==> src/rtl/lockout_guard_pkg.sv <==
// Shared answer codes and guard state encoding, imported by the checker,
// servo driver, digit decoder and the lockout guard itself.
package lock_pkg;

    localparam logic [2:0] ANS_IDLE   = 3'd0;
    localparam logic [2:0] ANS_OPEN   = 3'd1;
    localparam logic [2:0] ANS_WRONG  = 3'd2;
    localparam logic [2:0] ANS_LOCKED = 3'd3;

    typedef enum logic [1:0] {
        S_ARMED     = 2'd0,
        S_LOCKOUT   = 2'd1,
        S_WAIT_IDLE = 2'd2
    } lock_state_t;

    // True on the first cycle that the answer shows the given code.
    // Reserved codes 4..7 never match OPEN or WRONG, so they behave as IDLE.
    function automatic logic code_rise(input logic [2:0] cur,
                                       input logic [2:0] prev,
                                       input logic [2:0] code);
        return (cur == code) && (prev != code);
    endfunction

endpackage

==> src/rtl/lockout_guard_if.sv <==
// Result-code path between the passcode checker (master) and the lockout
// guard (slave), plus the guard's status outputs.
interface lockout_guard_if;
    logic [2:0] i_Answer;
    logic [2:0] o_Answer;
    logic       o_Lockout;
    logic [3:0] o_Seconds_Left;
    logic [2:0] o_Fail_Count;
    logic       o_Entry_Clear;

    modport master (
        output i_Answer,
        input  o_Answer, o_Lockout, o_Seconds_Left, o_Fail_Count, o_Entry_Clear
    );

    modport slave (
        input  i_Answer,
        output o_Answer, o_Lockout, o_Seconds_Left, o_Fail_Count, o_Entry_Clear
    );
endinterface

==> src/rtl/lockout_guard_sec_tick_gen.sv <==
// One-second tick generator: counts 0..CLKS_PER_SEC-1 and pulses o_Tick on
// the wrap cycle. i_Clr holds the count at zero so the first tick after
// release lands exactly CLKS_PER_SEC cycles later.
module sec_tick_gen #(
    parameter int CLKS_PER_SEC = 25000000
) (
    input  logic i_Clk,
    input  logic i_Rst_L,
    input  logic i_Clr,
    output logic o_Tick
);
    localparam int CW = (CLKS_PER_SEC > 1) ? $clog2(CLKS_PER_SEC) : 1;
    localparam logic [CW-1:0] LAST = CW'(CLKS_PER_SEC - 1);

    logic [CW-1:0] cnt_r;

    // Free-running second counter, held at zero while cleared.
    always_ff @(posedge i_Clk) begin
        if (!i_Rst_L) begin
            cnt_r <= {CW{1'b0}};
        end else if (i_Clr || (cnt_r == LAST)) begin
            cnt_r <= {CW{1'b0}};
        end else begin
            cnt_r <= cnt_r + {{(CW-1){1'b0}}, 1'b1};
        end
    end

    assign o_Tick = !i_Clr && (cnt_r == LAST);
endmodule

==> src/rtl/lockout_guard.sv <==
// Lockout guard: counts consecutive wrong entries, forces a timed lockout
// that pins the forwarded answer to LOCKED, then waits for the checker to
// go idle before re-arming.
module lockout_guard
    import lock_pkg::*;
#(
    parameter int CLKS_PER_SEC = 25000000,
    parameter int MAX_FAILS    = 3,
    parameter int LOCKOUT_SEC  = 9
) (
    input  logic           i_Clk,
    input  logic           i_Rst_L,
    lockout_guard_if.slave bus
);
    localparam logic [3:0] FAIL_LIMIT = 4'(MAX_FAILS);
    localparam logic [2:0] FAIL_SAT   = 3'(MAX_FAILS);
    localparam logic [3:0] SEC_LOAD   = 4'(LOCKOUT_SEC);

    lock_state_t state_r;
    logic [2:0]  prev_r;
    logic [2:0]  answer_r;
    logic        lockout_r;
    logic [3:0]  seconds_r;
    logic [2:0]  fail_r;
    logic        clear_r;

    logic        tick_s;
    logic        tick_clr_s;
    logic        wrong_evt_s;
    logic        open_evt_s;
    logic [3:0]  fail_next_s;

    assign tick_clr_s  = (state_r != S_LOCKOUT);
    assign wrong_evt_s = code_rise(bus.i_Answer, prev_r, ANS_WRONG);
    assign open_evt_s  = code_rise(bus.i_Answer, prev_r, ANS_OPEN);
    assign fail_next_s = {1'b0, fail_r} + 4'd1;

    sec_tick_gen #(.CLKS_PER_SEC(CLKS_PER_SEC)) u_tick (
        .i_Clk   (i_Clk),
        .i_Rst_L (i_Rst_L),
        .i_Clr   (tick_clr_s),
        .o_Tick  (tick_s)
    );

    // Guard state machine with all outputs registered.
    always_ff @(posedge i_Clk) begin
        if (!i_Rst_L) begin
            state_r   <= S_ARMED;
            prev_r    <= ANS_IDLE;
            answer_r  <= ANS_IDLE;
            lockout_r <= 1'b0;
            seconds_r <= 4'd0;
            fail_r    <= 3'd0;
            clear_r   <= 1'b0;
        end else begin
            prev_r  <= bus.i_Answer;
            clear_r <= 1'b0;
            case (state_r)
                S_ARMED: begin
                    answer_r  <= bus.i_Answer;
                    lockout_r <= 1'b0;
                    if (open_evt_s) begin
                        fail_r <= 3'd0;
                    end else if (wrong_evt_s) begin
                        if (fail_next_s >= FAIL_LIMIT) begin
                            state_r   <= S_LOCKOUT;
                            fail_r    <= FAIL_SAT;
                            lockout_r <= 1'b1;
                            seconds_r <= SEC_LOAD;
                            answer_r  <= ANS_LOCKED;
                            clear_r   <= 1'b1;
                        end else begin
                            fail_r <= fail_next_s[2:0];
                        end
                    end else begin
                        fail_r <= fail_r;
                    end
                end
                S_LOCKOUT: begin
                    answer_r  <= ANS_LOCKED;
                    lockout_r <= 1'b1;
                    if (tick_s) begin
                        if (seconds_r <= 4'd1) begin
                            seconds_r <= 4'd0;
                            fail_r    <= 3'd0;
                            clear_r   <= 1'b1;
                            state_r   <= S_WAIT_IDLE;
                        end else begin
                            seconds_r <= seconds_r - 4'd1;
                        end
                    end else begin
                        seconds_r <= seconds_r;
                    end
                end
                S_WAIT_IDLE: begin
                    if (bus.i_Answer == ANS_IDLE) begin
                        state_r   <= S_ARMED;
                        lockout_r <= 1'b0;
                        answer_r  <= ANS_IDLE;
                    end else begin
                        lockout_r <= 1'b1;
                        answer_r  <= ANS_LOCKED;
                    end
                end
                default: begin
                    state_r   <= S_ARMED;
                    answer_r  <= ANS_IDLE;
                    lockout_r <= 1'b0;
                    seconds_r <= 4'd0;
                    fail_r    <= 3'd0;
                end
            endcase
        end
    end

    assign bus.o_Answer       = answer_r;
    assign bus.o_Lockout      = lockout_r;
    assign bus.o_Seconds_Left = seconds_r;
    assign bus.o_Fail_Count   = fail_r;
    assign bus.o_Entry_Clear  = clear_r;
endmodule

==> src/flat_wrapper.sv <==
// flat-port wrapper written by rule: the top's interface ports become plain ports
module lockout_guard_flat import lock_pkg::*;
#(
    parameter int CLKS_PER_SEC = 25000000,
    parameter int MAX_FAILS    = 3,
    parameter int LOCKOUT_SEC  = 9
)
  (i_Clk, i_Rst_L, bus_i_Answer, bus_o_Answer, bus_o_Lockout, bus_o_Seconds_Left, bus_o_Fail_Count, bus_o_Entry_Clear);
  lockout_guard_if bus_i ();
  input  logic i_Clk;
  input  logic i_Rst_L;
  input wire logic [$bits(bus_i.i_Answer)-1:0] bus_i_Answer;
  output wire logic [$bits(bus_i.o_Answer)-1:0] bus_o_Answer;
  output wire logic [$bits(bus_i.o_Lockout)-1:0] bus_o_Lockout;
  output wire logic [$bits(bus_i.o_Seconds_Left)-1:0] bus_o_Seconds_Left;
  output wire logic [$bits(bus_i.o_Fail_Count)-1:0] bus_o_Fail_Count;
  output wire logic [$bits(bus_i.o_Entry_Clear)-1:0] bus_o_Entry_Clear;
  assign bus_i.i_Answer = bus_i_Answer;
  assign bus_o_Answer = bus_i.o_Answer;
  assign bus_o_Lockout = bus_i.o_Lockout;
  assign bus_o_Seconds_Left = bus_i.o_Seconds_Left;
  assign bus_o_Fail_Count = bus_i.o_Fail_Count;
  assign bus_o_Entry_Clear = bus_i.o_Entry_Clear;
  lockout_guard #(.CLKS_PER_SEC(CLKS_PER_SEC), .MAX_FAILS(MAX_FAILS), .LOCKOUT_SEC(LOCKOUT_SEC)) u_core (.i_Clk(i_Clk), .i_Rst_L(i_Rst_L), .bus(bus_i));
endmodule
==> config.mk <==
export PLATFORM = sky130hd
export DESIGN_NAME = lockout_guard_flat
export DESIGN_NICKNAME = d
export VERILOG_FILES = /design/src/rtl/lockout_guard_pkg.sv /design/src/rtl/lockout_guard_if.sv /design/src/rtl/lockout_guard_sec_tick_gen.sv /design/src/rtl/lockout_guard.sv /design/src/flat_wrapper.sv
export SDC_FILE = /design/constraint.sdc
export NUM_CORES = 1
export LEC_CHECK = 0
export CORE_MARGIN = 5
export CORE_UTILIZATION = 55
export DETAILED_ROUTE_END_ITERATION = 12
export PLACE_DENSITY = 0.79
export SYNTH_ARGS = -nofsm -noshare
export SYNTH_HDL_FRONTEND = slang
export SYNTH_SLANG_ARGS = --single-unit
==> constraint.sdc <==
create_clock -name i_Clk -period 2.3 [get_ports i_Clk]
set_input_delay 0.69 -clock i_Clk [delete_from_list [all_inputs] [get_ports i_Clk]]
set_output_delay 0.69 -clock i_Clk [all_outputs]
set_load 0.02 [all_outputs]
Figure 1. Metal 1.
Supply wires on this layer in grey.
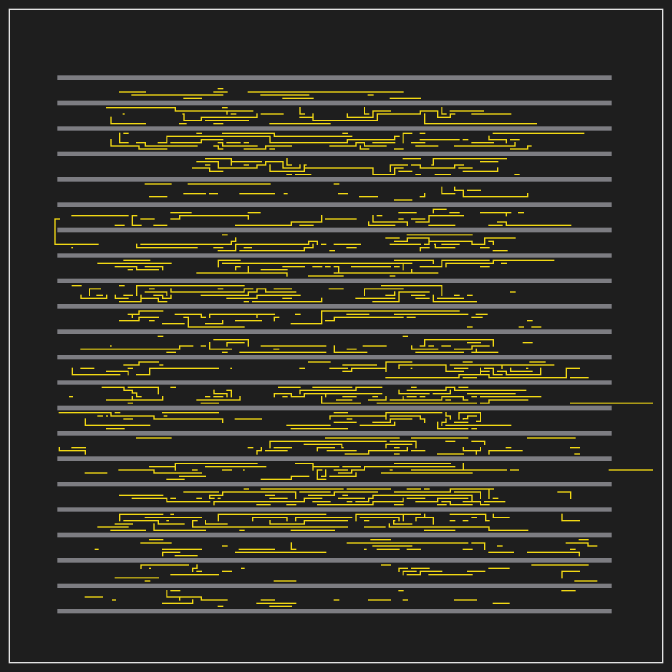
share of all routed wire: 49%
nets with wire on the layer: 251
longest straight run: 20.2 um
wire length on this layer: 1870 um
vias: 1670
WL final: 3820 um
met1 GRT Util: 0.230

Figure 2. Cells coloured by class.
Scale bar: 20 um. Fill, decap, tap and diode cells in grey.
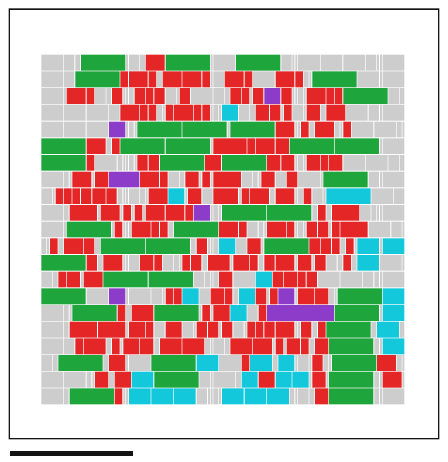
[purple] clock drivers and dummy loads | cells: 7
[cyan] other buffers and delay cells | cells: 28
[green] flip-flops | cells: 42
[red] all other logic | cells: 181
Final Cell Area: 2340 um2
final core utilization: 0.691
row count: 21

Figure 3. Routed metal, one colour a layer.
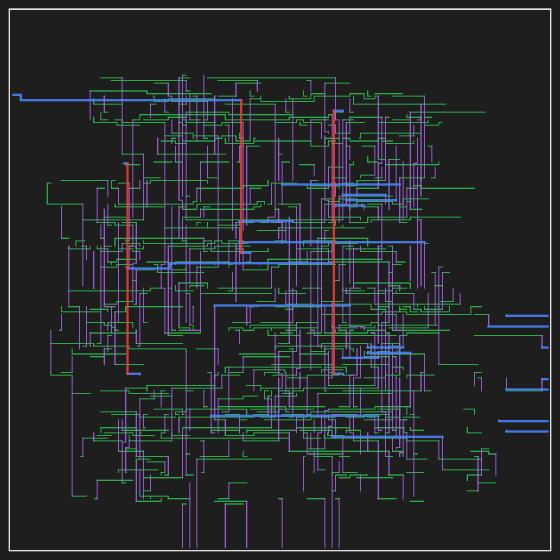
[blue] met3 | wire length: 224 um
[red] met4 | wire length: 80.9 um
[green] met1 | wire length: 1870 um
[purple] met2 | wire length: 1640 um
WL per Instance: 12.6 um
GRT Total Usage: 0.167

Figure 4. Wiring heat map.
14 x 14 tiles, from black (low) to pale yellow (high), scaled to the fullest tile. Values are wire area over tile area, all layers added.
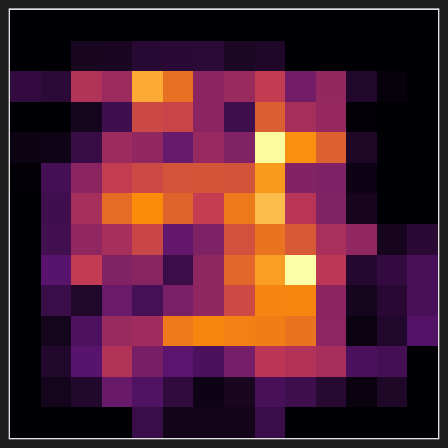
nearly empty tiles: 27%
fullest tile: 0.50
tiles over half the peak: 19%

==> summary.txt <==
run results: mapped cell area 1970 um2, smallest hold slack 0.505 ns, Pre-antenna DRT Iters 4, Post-layout nets 268, Area leader share 0.427, Placement Cell Area 2260 um2, Setup Viol. Count Final 0, Crit Path Max Fanout 6, DRT iter0 DRCs 189, worst-margin pin slew 0.485 ns, yosys simple share 0.286, critical path, cell by cell clkdlybuf4s50_1, Max stage delay on crit path 0.64 ns, Post-CTS Setup Inserts 0, dominant cell type by area after synthesis dfxtp_1, status complete, no violations, Final Hold Viols 0, multi-input combinational area share 0.449, Die Wd 69.8 um, ao+oa area frac 0.104, mi-comb count 168, CP Launch Type register, wire length on met2 1640 um, yosys stat chip area 1970 um2, Buf/Inv on CP 1, Max-cap violations 0, Cell Pwr Density 566 nW/um2, Clock Sinks 42, Max clock buf depth 2, largest net degree at the start of global routing 26, OpenROAD warning count 28, vias in the first global route 1480, fmax 0.465 GHz, Core Area 3390 um2, Setup Total Neg Slack 0 ns, # DRC 0, met3 wire length 223 um, Clock buf/inv share 0.0347, final non-filler cell total 304, GR Util met3 0.0362, max-slew violations 0, mux share 0.0102, Tmin final 2.15 ns, P&R area growth vs syn 19.1%, worst endpoint required time 1.61 ns, grt peak-use layer met2, CLK BUF 6, FF/Latch Area 841 um2, initial antenna violation count 0, Placed Instances 297, Dominant comb cell simple AND/OR/NAND/NOR gates, Max IR drop VDD 430 uV, Fin Clk Skew 0.0174 ns, post-synthesis sequential area ratio 0.427, Non-clk invs 13, metal1 wirelength 1870 um, Largest cells by area dfxtp_1 (43%), nor2_1 (6.7%), xnor2_1 (6.7%), xor2_1 (3.6%), nand3_1 (3.3%), RSZ-0062 raised after global routing no, Post-synth regs 42, Top Metal Used met4, max reg flops 25, CTS Hold Bufs 0
==> cells in the mapped netlist, drive strengths merged <==
cell / number
a211oi: 1
a21boi: 1
a21o: 4
a21oi: 3
a221oi: 1
a311o: 1
a31oi: 3
a32o: 1
a32oi: 1
and2: 4
and3: 5
and4: 3
buf: 2
clkbuf: 4
dfxtp: 42
ha: 5
inv: 13
mux2i: 2
nand2: 17
nand3: 13
nand3b: 1
nand4: 5
nor2: 35
nor3: 12
nor3b: 1
nor4: 9
nor4b: 1
o211a: 2
o21a: 1
o21ai: 4
o22ai: 1
o311ai: 1
o31a: 2
o32ai: 1
or3b: 2
or4: 2
xnor2: 15
xor2: 8
==> placed cells by master, fill, tap and decap left out, types with 2 or more instances in the layout <==
cell              n
inv_1            13
and4_1            3
nand4_1           5
nor2_1           35
xor2_1            8
or3b_2            2
a21oi_1           3
a31oi_1           3
nor4_1            8
clkdlybuf4s50_1  16
nor3_1           12
o31a_1            2
o211a_1           2
xnor2_1          15
clkbuf_4          5
a21o_1            4
and3_1            5
nand3_1          13
mux2i_1           2
nand2_1          17
o21ai_0           4
dfxtp_1          42
ha_1              5
and2_1            4
buf_4            11
==> final timing paths <==
check	slack [ns]	cells past startpoint	start	to
setup / recovery	0.15	1	u_core.bus.o_Seconds_Left[3]	bus_o_Seconds_Left[3]
hold / removal	0.51	1	u_core.u_tick.cnt_r[0]	u_core.u_tick.cnt_r[0]
setup reg to reg	0.20	5	u_core.u_tick.cnt_r[18]	u_core.bus.o_Seconds_Left[0]
hold reg to reg	0.51	1	u_core.u_tick.cnt_r[0]	u_core.u_tick.cnt_r[0]
==> report_power, final <==
group,internal [mW],switching (mW)
combinational,0.0508,0.0492
clock,0.253,0.225
sequential,0.738,0.00963
total,1.04,0.283
Power and IR drop assume default switching activity.
